Figure 1. M4 wires.
The bar under the picture is 50 µm long.
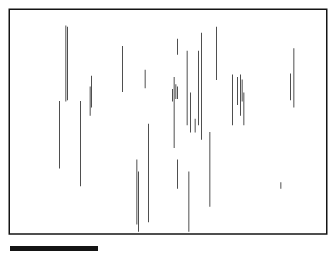
Figure 2. Signal wires by layer.
The bar under the picture is 50 µm long.
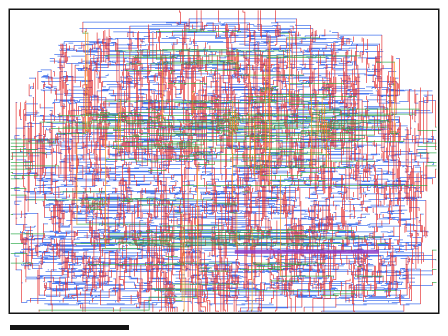
Figure 3. Cell classes on the final placement.
The bar under the picture is 50 µm long. Fill, decap, tap and diode cells in gray.
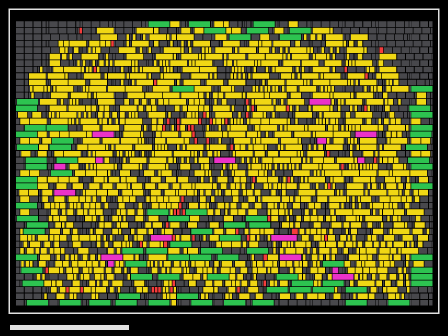
Figure 4. Placement view.
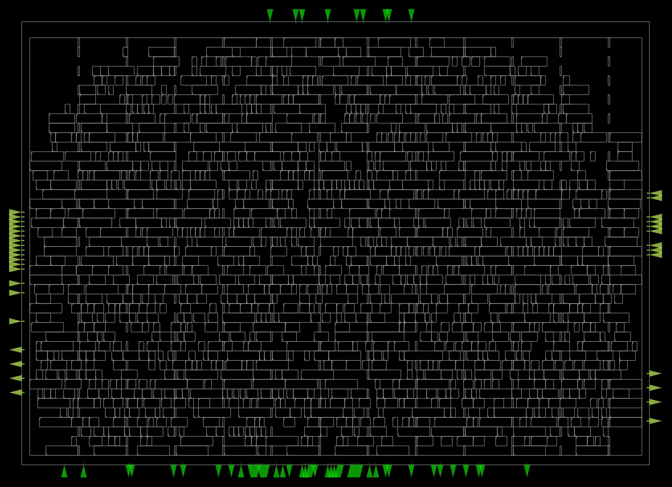
File: config.mk
export PLATFORM = sky130hd
export DESIGN_NAME = mul_split_seq
export DESIGN_NICKNAME = d
export VERILOG_FILES = /design/src/rtl/mul_split_seq.sv
export SDC_FILE = /design/constraint.sdc
export NUM_CORES = 1
export LEC_CHECK = 0
export CAP_MARGIN = 20
export CORE_ASPECT_RATIO = 0.7
export CORE_MARGIN = 2
export CORE_UTILIZATION = 62
export DETAILED_ROUTE_END_ITERATION = 12
export DONT_BUFFER_PORTS = 1
export GPL_TIMING_DRIVEN = 0
export HOLD_SLACK_MARGIN = 0.02
export PLACE_DENSITY_LB_ADDON = 0.15
export SLEW_MARGIN = 10
export SYNTH_ARGS = -nofsm -noshare
export SYNTH_HDL_FRONTEND = slang
export SYNTH_SLANG_ARGS = --single-unit
File: constraint.sdc
create_clock -name clk -period 10.9 [get_ports clk]
set_input_delay 2.725 -clock clk [delete_from_list [all_inputs] [get_ports clk]]
set_output_delay 2.725 -clock clk [all_outputs]
set_load 0.01 [all_outputs]
File: src/rtl/mul_split_seq.sv
// mul_split_seq: sequential A x B multiplier producing the low OUT_WIDTH bits
// of the unsigned product. It uses one A_WIDTH x SLICE multiplier and feeds it
// one slice of b per cycle. Operands arrive and the result leaves over
// valid/ready handshakes, and only one job is in flight at a time.
module mul_split_seq #(
  parameter int A_WIDTH   = 16,
  parameter int B_WIDTH   = 32,
  parameter int SLICE     = 16,
  parameter int OUT_WIDTH = 32
) (
  input  logic                 clk,
  input  logic                 rst_n,
  input  logic                 in_valid,
  output logic                 in_ready,
  input  logic [A_WIDTH-1:0]   a,
  input  logic [B_WIDTH-1:0]   b,
  output logic                 out_valid,
  input  logic                 out_ready,
  output logic [OUT_WIDTH-1:0] out
);

  localparam int N  = B_WIDTH / SLICE;
  localparam int KW = (N > 1) ? $clog2(N) : 1;
  localparam int PW = A_WIDTH + SLICE;

  typedef enum logic [1:0] {
    IDLE = 2'd0,
    MUL  = 2'd1,
    DONE = 2'd2
  } state_t;

  state_t               state_q, state_d;
  logic [A_WIDTH-1:0]   a_q, a_d;
  logic [B_WIDTH-1:0]   b_q, b_d;
  logic [OUT_WIDTH-1:0] acc_q, acc_d;
  logic [KW-1:0]        k_q, k_d;

  logic [SLICE-1:0]     b_slice;
  logic [PW-1:0]        partial;
  logic [OUT_WIDTH-1:0] pp_trunc;
  logic [OUT_WIDTH-1:0] pp_shifted;

  // Select the current b slice and align its partial product. Constant-offset
  // muxes keep the slice and shift logic free of variable part-selects.
  // Truncating to OUT_WIDTH before the left shift is safe because the shift
  // only ever pushes bits further out of the kept range.
  always_comb begin
    b_slice    = '0;
    pp_shifted = '0;
    for (int i = 0; i < N; i++) begin
      if (k_q == KW'(i)) b_slice = b_q[i*SLICE +: SLICE];
    end
    partial  = PW'(a_q) * PW'(b_slice);
    pp_trunc = OUT_WIDTH'(partial);
    for (int i = 0; i < N; i++) begin
      if (k_q == KW'(i)) pp_shifted = pp_trunc << (i*SLICE);
    end
  end

  // Next-state logic: capture on accept, accumulate one slice per cycle,
  // then hold the result until the consumer takes it.
  always_comb begin
    state_d = state_q;
    a_d     = a_q;
    b_d     = b_q;
    acc_d   = acc_q;
    k_d     = k_q;
    case (state_q)
      IDLE: begin
        if (in_valid) begin
          a_d     = a;
          b_d     = b;
          acc_d   = '0;
          k_d     = '0;
          state_d = MUL;
        end
      end
      MUL: begin
        acc_d = acc_q + pp_shifted;
        if (k_q == KW'(N-1)) begin
          k_d     = '0;
          state_d = DONE;
        end else begin
          k_d = k_q + KW'(1);
        end
      end
      DONE: begin
        if (out_ready) state_d = IDLE;
      end
      default: begin
        state_d = IDLE;
        k_d     = '0;
        acc_d   = '0;
      end
    endcase
  end

  // State and datapath registers. Reset drops any in-flight job.
  always_ff @(posedge clk or negedge rst_n) begin
    if (!rst_n) begin
      state_q <= IDLE;
      a_q     <= '0;
      b_q     <= '0;
      acc_q   <= '0;
      k_q     <= '0;
    end else begin
      state_q <= state_d;
      a_q     <= a_d;
      b_q     <= b_d;
      acc_q   <= acc_d;
      k_q     <= k_d;
    end
  end

  assign in_ready  = (state_q == IDLE);
  assign out_valid = (state_q == DONE);
  assign out       = acc_q;

endmodule

==> job_summary.md <==
### Flow metrics

| Metric | Value |
|---|---|
| Max transition margin | 31.56% |
| Final min period | 10.35 ns |
| Top logic cells by instance count in the layout | inv_1 (240), fa_1 (195), nand2_1 (192) |
| Area fraction in mux cells | 5.649% |
| Dpl cells | 1720 |
| Final clock-cell share | 2.224% |
| Latency at later pin | 0.37 ns |
| Top cells by count | inv_1 (240), fa_1 (195), nand2_1 (192), ha_1 (136), dfrtp_1 (83) |
| Max Cap Violations | 0 |
| Buffers on Ports | 0 |
| AO/OA Area Share | 10.07% |
| Core Footprint | 20980 µm² |
| N_diodes | 0 |
| Reg area | 2077 µm² |
| GRT Residual Overflow | 0 |
| Largest cells by area | fa_1 (29%), dfrtp_1 (16%), ha_1 (13%) |
| Post-synth EDFFs | 0 |
| CTS buffer count | 9 |
| Post-synthesis cell count | 1444 |
| HP Class | register to register |
| Crit-path max FO | 10 |
| Final worst-path cycle share | 94.99% |
| Area after DPL | 13740 µm² |
| Clock skew | 0.01355 ns |
| Pre-antenna DRT Iters | 5 |
| CTS root buffer | clkbuf_16 |
| Chip Area, Yosys | 13400 µm² |
| CTS clk-pin slew, worst paths | 0.07 ns |
| Adder Area Share | 41.83% |
| Final hold violations | 0 |
| Avg Synthesized Cell Area | 9.279 µm² |
| Crit-path max cell delay | 0.68 ns |
| Buffering overhead | 1.601% |
| Setup Viol. Count Final | 0 |
| Max Clock Freq | 0.09658 GHz |
| Post-route ant nets | 0 |
| CP dominant cell by count | fa_1 |
| Final core utilization | 67.07% |
| CP Capture Type | register |
| Synth Flop Type | dfrtp_1 |
| Area used by multi-input combinational logic | 10210 µm² |
| Setup TNS | 0 ns |
| Count of tool warnings | 27 |
| Yosys warns | 0 |
| Largest net degree at the start of global routing | 84 |
| IO Pins | 86 |
| Die area | 22820 µm² |
| Post-DP HPWL | 29.73 mm |
| Biggest Area Class | logic gates |
| Area leader, netlist | fa_1 |
| Top cell type's share of synthesized area | 29.13% |
| Unique cell types | 59 |
| Design area | 14070 µm² |
| Post-Syn Nets | 1827 |
| Final Max Tran Viols | 0 |
| Worst-Margin Slew | 1.027 ns |
| Ys flops | 83 |
| # clk buffers | 10 |
| Fp_density | 63.88% |
| Data arrival, critical path | 10.65 ns |
| Comb area leader | adder cells |
| Longest Clk Path Bufs | 2 |
| Die width | 179.7 µm |
| Post-route DRC | 0 |
| Clock sinks | 83 |
| Number of global-route vias before repair | 10420 |
| First DRT Iteration DRCs | 868 |
| Signal inverters | 240 |
| Multi-input gate count | 1063 |
| Simple-gate portion of the synthesized area | 15.23% |
| TritonCTS clock tree | done |
| First-pass GRT wire length | 58.37 mm |
| H-Tree Depth | 3 |
| Nets | 1838 |
| Status | complete, no violations |
| Critical Path Source Type | register |
| Xor/xnor cell area share of the yosys netlist | 3.334% |
| Asr flop ratio synth | 100.0% |
| CP max-delay cell | mux2i_1 |
| Syn-to-layout area delta | 4.986% |
| Via-to-Cell Ratio | 5.876 |
| Unrepaired setup endpoints after global routing | no |
| Layout cell share with drive strength beyond 1 | 6.575% |
| Chip Height | 127.0 µm |
| Post-CTS repair timing setup buffer count | 0 |
| Post-synthesis sequential area ratio | 15.50% |
| Non-CTS buffers | 58 |
| Most numerous logic cell after layout | inv_1 |
| RePlAce Congestion | 0.9839 |
| Hold WS | 0.5037 ns |
| Logic share of the area | 72.55% |
Back to the opening pictures, Figure 1:
main direction: vertical
nets with wire on the layer: 26
Detailed Route WL: 36.46 mm
vias post-DR: 10200

Back to the opening pictures, Figure 2:
| layer | color | wire length |
|---|---|---|
| metal 2 | red | 15200 µm |
| metal 4 | orange | 885 µm |
| metal 1 | blue | 15900 µm |
| metal 3 | green | 4410 µm |
| metal 5 | purple | 58.9 µm |
post-DR wirelength/cell: 21.00 µm
total track usage: 33.62%

Back to the opening pictures, Figure 3:
| class | color | cells | share of their area |
|---|---|---|---|
| clock drivers and dummy loads | magenta | 16 | 2.3% |
| flops | green | 83 | 15% |
| other buffers and delay cells | red | 58 | 1.6% |
| combinational and other logic | yellow | 1303 | 81% |
Seq/total area: 14.76%
cell row count: 44

Back to the opening pictures, Figure 4:
post-route insts no fill: 1736
n_taps: 276
FILL cells: 1731
registers: 83

-- through the flow --
| step | worst slack, ns |
|---|---|
| after global placement | 0.3116 |
| final | 0.5462 |
| after CTS | 0.2228 |
| after floorplan | 2.236 |
| after global routing | 0.04200 |
| after detailed placement | 0.2446 |
-- critical path: cells and delay by family (launching register included) --
family / cells / cell delay (ns)
XOR/XNOR: 1 / 0.20
AND/OR/NAND/NOR: 4 / 0.99
flip-flops: 1 / 0.33
adder cells (fa/ha/maj): 8 / 3.78
buffers and inverters: 8 / 1.79
multiplexers: 2 / 0.80
AND-OR/OR-AND: 12 / 2.39
-- per-layer routing --
layer  share of wire, %  global-route usage (%)  up-vias
li1                   -                       -     4617
met2                 42                   47.69      442
met5               0.16                   1.895        -
met4                2.4                   8.656        2
met1                 44                   47.20     5070
met3                 12                   14.65       70
-- path summary, 6_finish.rpt --
| kind | start | to | slack [ns] |
|---|---|---|---|
| max | k_q | out[31] | 0.55 |
| min | b_q[10] | b_q[10] | 0.50 |
| max reg2reg | k_q | out[31] | 0.55 |
| min reg2reg | b_q[10] | b_q[10] | 0.50 |
| max in group asynchronous | rst_n | a_q[6] | 8.73 |
| min in group asynchronous | rst_n | a_q[14] | 2.04 |
-- timing repair --
action / 4_1_cts / 5_1_grt
setup endpoints to repair: 0 / 7
resized: 0 / 7
hold buffers: 0 / 0
-- registers in the layout (all words and copies together) (netlist names) --
signal	flops
a_q	16
b_q	32
k_q	1
out	32
state_q	2
